===== config.mk =====
export PLATFORM = sky130hd
export DESIGN_NAME = game2048_move_ctrl_flat
export DESIGN_NICKNAME = d
export VERILOG_FILES = /design/src/rtl/game2048_move_ctrl_if.sv /design/src/rtl/game2048_move_ctrl.sv /design/src/flat_wrapper.sv
export SDC_FILE = /design/constraint.sdc
export NUM_CORES = 1
export LEC_CHECK = 0
export CAP_MARGIN = 20
export CORE_ASPECT_RATIO = 0.5
export CORE_MARGIN = 2
export CORE_UTILIZATION = 25
export DETAILED_ROUTE_END_ITERATION = 10
export PLACE_DENSITY_LB_ADDON = 0.25
export REMOVE_ABC_BUFFERS = 1
export SLEW_MARGIN = 30
export SYNTH_ARGS = -nofsm -noshare
export SYNTH_HDL_FRONTEND = slang
export SYNTH_SLANG_ARGS = --single-unit
export TNS_END_PERCENT = 30

===== constraint.sdc =====
create_clock -name clk -period 2.8 [get_ports clk]
set_input_delay 0.56 -clock clk [delete_from_list [all_inputs] [get_ports clk]]
set_output_delay 0.56 -clock clk [all_outputs]
set_load 0.02 [all_outputs]

===== src/rtl/game2048_move_ctrl_if.sv =====
// rtl/game2048_move_ctrl_if.sv - button/move signal bundle between board inputs, move controller and game2048
// Ports (signals):
//   btn        [3:0] raw push buttons, active-high (3 right, 2 left, 1 down, 0 up)
//   game_state [1:0] 2'b00 playing, anything else game over
//   direction  [3:0] one-hot move pulse, same mapping as btn
//   busy             controller not idle
// Modports: master drives btn/game_state, slave (the controller) drives direction/busy.
interface game2048_move_ctrl_if;
    logic [3:0] btn;
    logic [1:0] game_state;
    logic [3:0] direction;
    logic       busy;

    modport master (
        output btn,
        output game_state,
        input  direction,
        input  busy
    );

    modport slave (
        input  btn,
        input  game_state,
        output direction,
        output busy
    );
endinterface


===== src/rtl/game2048_move_ctrl.sv =====
// rtl/game2048_move_ctrl.sv - debounced single-pulse move command generator for game2048
// Ports:
//   clk  system clock, all state on rising edge
//   rst  asynchronous active-low reset
//   bus  game2048_move_ctrl_if.slave: btn, game_state in; direction, busy out
// Parameters:
//   DEBOUNCE_CYCLES  stable synchronized cycles required before a move fires (1..65535)
//   GAP_CYCLES       idle cycles enforced after release before a new press is seen (1..65535)
module game2048_move_ctrl #(
    parameter int unsigned DEBOUNCE_CYCLES = 16,
    parameter int unsigned GAP_CYCLES      = 8
) (
    input  logic                 clk,
    input  logic                 rst,
    game2048_move_ctrl_if.slave  bus
);

    typedef enum logic [2:0] {
        IDLE,
        DEBOUNCE,
        FIRE,
        WAIT_RELEASE,
        GAP
    } state_t;

    localparam logic [15:0] DEB_LAST = 16'(DEBOUNCE_CYCLES - 1);
    localparam logic [15:0] GAP_LAST = 16'(GAP_CYCLES - 1);

    logic [3:0]  sync1;
    logic [3:0]  sbtn;
    state_t      state;
    state_t      state_next;
    logic [15:0] count;
    logic [15:0] count_next;
    logic [15:0] count_inc;
    logic [3:0]  cand;
    logic [3:0]  cand_next;
    logic [3:0]  direction_q;
    logic        busy_q;
    logic        one_hot;
    logic        multi;
    logic        playing;

    // Two-flop synchronizer; nothing downstream looks at raw btn.
    always_ff @(posedge clk or negedge rst) begin
        if (!rst) begin
            sync1 <= 4'b0000;
            sbtn  <= 4'b0000;
        end else begin
            sync1 <= bus.btn;
            sbtn  <= sync1;
        end
    end

    // x & (x-1) clears the lowest set bit, so zero result means at most one bit set.
    assign one_hot   = (sbtn != 4'b0000) && ((sbtn & (sbtn - 4'd1)) == 4'b0000);
    assign multi     = (sbtn != 4'b0000) && !one_hot;
    assign playing   = (bus.game_state == 2'b00);
    assign count_inc = (count == 16'hFFFF) ? count : count + 16'd1;

    always_comb begin
        state_next = state;
        count_next = count;
        cand_next  = cand;
        unique case (state)
            IDLE: begin
                if (one_hot && playing) begin
                    cand_next  = sbtn;
                    count_next = 16'd0;
                    state_next = DEBOUNCE;
                end else if (multi) begin
                    state_next = WAIT_RELEASE;
                end
            end
            DEBOUNCE: begin
                // Game over wins over everything: never let a pending press fire.
                if (!playing) begin
                    state_next = WAIT_RELEASE;
                end else if (sbtn != cand) begin
                    state_next = (sbtn == 4'b0000) ? IDLE : WAIT_RELEASE;
                end else if (count == DEB_LAST) begin
                    state_next = FIRE;
                end else begin
                    count_next = count_inc;
                end
            end
            FIRE: begin
                state_next = WAIT_RELEASE;
            end
            WAIT_RELEASE: begin
                if (sbtn == 4'b0000) begin
                    count_next = 16'd0;
                    state_next = GAP;
                end
            end
            GAP: begin
                if (count == GAP_LAST) begin
                    state_next = IDLE;
                end else begin
                    count_next = count_inc;
                end
            end
            default: begin
                state_next = IDLE;
            end
        endcase
    end

    // Outputs are registered from the next-state decode so they line up with the state itself.
    always_ff @(posedge clk or negedge rst) begin
        if (!rst) begin
            state       <= IDLE;
            count       <= 16'd0;
            cand        <= 4'b0000;
            direction_q <= 4'b0000;
            busy_q      <= 1'b0;
        end else begin
            state       <= state_next;
            count       <= count_next;
            cand        <= cand_next;
            direction_q <= (state_next == FIRE) ? cand_next : 4'b0000;
            busy_q      <= (state_next != IDLE);
        end
    end

    assign bus.direction = direction_q;
    assign bus.busy      = busy_q;

endmodule


===== src/flat_wrapper.sv =====
// flat-port wrapper written by rule: the top's interface ports become plain ports
module game2048_move_ctrl_flat 
#(
    parameter int unsigned DEBOUNCE_CYCLES = 16,
    parameter int unsigned GAP_CYCLES      = 8
)
  (clk, rst, bus_btn, bus_game_state, bus_direction, bus_busy);
  game2048_move_ctrl_if bus_i ();
  input  logic clk;
  input  logic rst;
  input wire logic [$bits(bus_i.btn)-1:0] bus_btn;
  input wire logic [$bits(bus_i.game_state)-1:0] bus_game_state;
  output wire logic [$bits(bus_i.direction)-1:0] bus_direction;
  output wire logic [$bits(bus_i.busy)-1:0] bus_busy;
  assign bus_i.btn = bus_btn;
  assign bus_i.game_state = bus_game_state;
  assign bus_direction = bus_i.direction;
  assign bus_busy = bus_i.busy;
  game2048_move_ctrl #(.DEBOUNCE_CYCLES(DEBOUNCE_CYCLES), .GAP_CYCLES(GAP_CYCLES)) u_core (.clk(clk), .rst(rst), .bus(bus_i));
endmodule

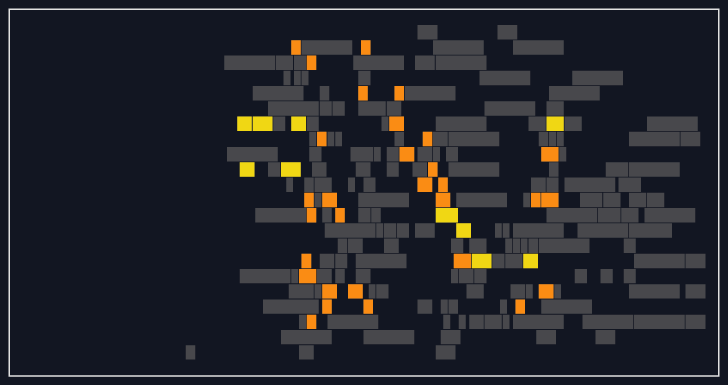
**Above:** selected gate families.
- yellow: AND-OR and OR-AND gates (cells 10; most used o21a_1)
- orange: inverting AOI/OAI gates (cells 30; most used a21oi_1)

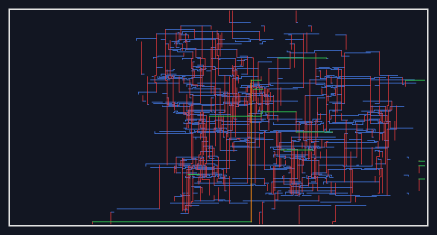
**Above:** wiring by layer.
- blue: metal 1 (wire length 2070 um)
- orange: metal 4 (wire length 42.8 um)
- red: metal 2 (wire length 1800 um)
- green: metal 3 (wire length 131 um)

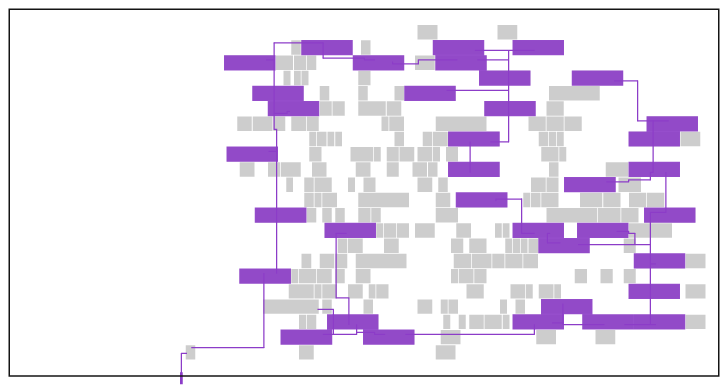
**Above:** wires at chosen ports, followed through buffers.
- purple: rst (direction input; end cells 36; wire 351 um)

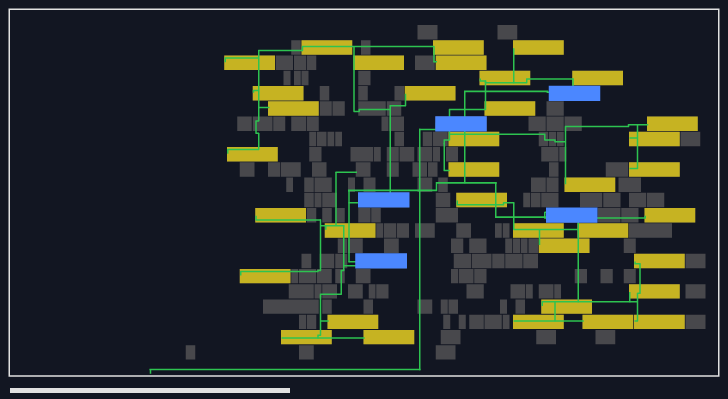
**Above:** clock distribution.
The bar under the picture is 50 um long.
- green: clock wires (length 620 um)
- yellow: flip-flops (count 36)
- blue: clock drivers (count 5)
- routed clock nets: 6

==> flow_summary.json <==
{
  "critical_path.endpoint_type": "flop",
  "required_ns": 3.00,
  "top_logic_kind": "simple AND/OR/NAND/NOR gates",
  "drv_slew": 0,
  "xor_share_pct": 3.275,
  "p_clk_uw": 575,
  "worstSetupEndpoint": "u_core.count[2]",
  "yosysUniqueCellTypes": 43,
  "p_clk_share_pct": 38.0,
  "inverters_excl_clock": 7,
  "initial_utilization_pct": 25.66,
  "grt_start_max_net_pins": 37,
  "powerDensity_nw_per_um2": 670.2,
  "reg2reg_from": "u_core.sbtn[1]",
  "post_synth_inst_count": 187,
  "clk_share_pct": 6.656,
  "ys_warn_count": 0,
  "io_buffers": 12,
  "clk_pin_slew_worst_paths_ns": 0.06,
  "holdWs_ns": 0.2193,
  "worst_path_max_delay_cell": "o41ai_1",
  "nets": 211,
  "sh_comb_area_pct": 38.94,
  "ys_chip_area_sq_um": 1872,
  "overflow": 0,
  "ys_seq_share_pct": 48.13,
  "synth_top_area_share_pct": 48.13,
  "r2r_slack_ns": 0.27,
  "pg_seq_uw": 630,
  "fin_ws_ns": 0.2659,
  "synth_area_leader_cell": "dfrtp_1",
  "synth.most_common_cell": "dfrtp_1",
  "hold_viol_final": 0,
  "worstSetupStartpointType": "flop",
  "cap_violations": 0,
  "logic_area_sq_um": 878.3,
  "synth.area.top_cells": "dfrtp_1 48%, or4_1 3.6%, a21oi_1 3.5%, nand2_1 2.8%, o31ai_1 2.8%",
  "muxShareOfSynthArea_pct": 2.406,
  "wirelength_um": 4042,
  "cts.hold.buffers_added": 0,
  "vias": 1484,
  "cts_resized": 0,
  "most-common-layout-cells": "36 x dfrtp_1, 14 x nand2_1, 13 x a21oi_1",
  "nNonClkBuffers": 18,
  "drive_above_1_share_pct": 15.27,
  "grt_usage_pct": 10.66,
  "areaGrowthSynthToFinish_pct": 20.52,
  "dp_hpwl_um": 2807,
  "rsz0062_at_grt": "no",
  "ir_drop_mv": 0.2370,
  "seq_share_pct": 39.93,
  "core_sq_um": 7295,
  "path_cells": "o41ai_1 -> o2111ai_1 -> o21ba_2 -> nand3_2 -> buf_4 -> or4_1 -> a21oi_1",
  "antenna_found_initial": 0,
  "grt_pass1_wl_um": 6851,
  "vias_per_cell": 4.963,
  "largest_cell_class": "flip-flops and latches",
  "path_buffers": 1,
  "worstPathMaxFanout": 10,
  "clockBufferDepth": 2,
  "arrival_ns": 2.74,
  "cp_slowest_stage_delay_ns": 0.48,
  "cts_tree": "yes",
  "globalplace.congestion": 0.8105,
  "h-tree-depth": 2,
  "crit_family": "AND-OR/OR-AND gates",
  "rows": 22,
  "synthFlopType": "dfrtp_1",
  "internal-power_mw": 1.051,
  "syn_area_sq_um": 1872,
  "fillers": 719,
  "drtIter0Drc": 112,
  "die_h_um": 65.19,
  "ys.flops": 36,
  "avgSynthCellArea_sq_um": 10.01,
  "crit_cells": 7,
  "layout_min_cycle_time_ns": 2.534,
  "num_tap_cells": 96,
  "die_w_um": 126.4,
  "wl_per_cell_um": 13.52,
  "adder_share_pct": 0.6684,
  "common_cells": "36 x dfrtp_1, 14 x nand2_1, 13 x a21oi_1",
  "p_total_mw": 1.512,
  "r2r-end": "u_core.count[2]",
  "post_cts_buffers": 0,
  "max-slew-margin-rel_pct": 70.72,
  "place_ws_ns": 0.1367,
  "ys_cells": 187,
  "final_core_util_pct": 30.93,
  "final_common_cell": "dfrtp_1",
  "switchingPower_uw": 461.4,
  "design_area_sq_um": 2256,
  "io_pins": 13,
  "status": "finished, final reports clean",
  "register_area_sq_um": 900.9,
  "crit_path_start": "u_core.sbtn[1]",
  "warnings": 25,
  "power_leader": "sequential cells",
  "antenna_left": 0,
  "seqPwrFrac_pct": 41.7,
  "cts-buffers-inserted": 5,
  "nonClkBufAreaFrac_pct": 7.987,
  "finalSetupViolations": 0,
  "fin_cells": 299,
  "p_comb_uw": 307,
  "edf_count": 0,
  "antennaDiodeCount": 0,
  "placed_area_sq_um": 2078,
  "first_global_vias": 1381,
  "drc": 0,
  "cts.sinks": 36,
  "worstRegToRegCells": 7,
  "p_sw_share_pct": 30.52,
  "ys_async_sr_fraction_pct": 100.0,
  "fmax_mhz": 394.6,
  "insertion_delay_ns": 0.28,
  "n_clock_buffer": 7,
  "setup_tns_ns": 0,
  "finalClockSkew_ns": 0.002611,
  "first_pass_iters": 4,
  "aoi_share_pct": 14.57,
  "nMultiInputCombCells": 134,
  "hold_class": "primary input to asynchronous set/reset pin",
  "numPlacedInstances": 290,
  "fin_crit_sh_pct": 90.50,
  "tightest_slew_ns": 0.4353,
  "pwr-share-comb_pct": 20.3,
  "cts_root_buf": "clkbuf_16",
  "synth-simple-area-share_pct": 26.00,
  "die_area_sq_um": 8237,
  "worstSetupPathType": "flop to flop",
  "seq_cells": 36,
  "p_leak_nw": 0.8900
}
flip-flops by register name, indices dropped and copies added (netlist names):
| signal | count |
|---|---|
| u_core.bus.busy | 1 |
| u_core.bus.direction | 4 |
| u_core.cand | 4 |
| u_core.count | 16 |
| u_core.sbtn | 4 |
| u_core.state | 3 |
| u_core.sync1 | 4 |
metal layers:
| layer | part of all wire (%) | vias up | GRT usage (%) |
|---|---|---|---|
| met3 | 3.2 | 2 | 3.664 |
| li1 | - | 728 | - |
| met2 | 44 | 19 | 16.44 |
| met4 | 1.0 | 0 | 4.533 |
| met1 | 51 | 735 | 13.71 |
| met5 | 0 | - | 0 |
No activity file was given, so power comes from the tool's default toggle rates.
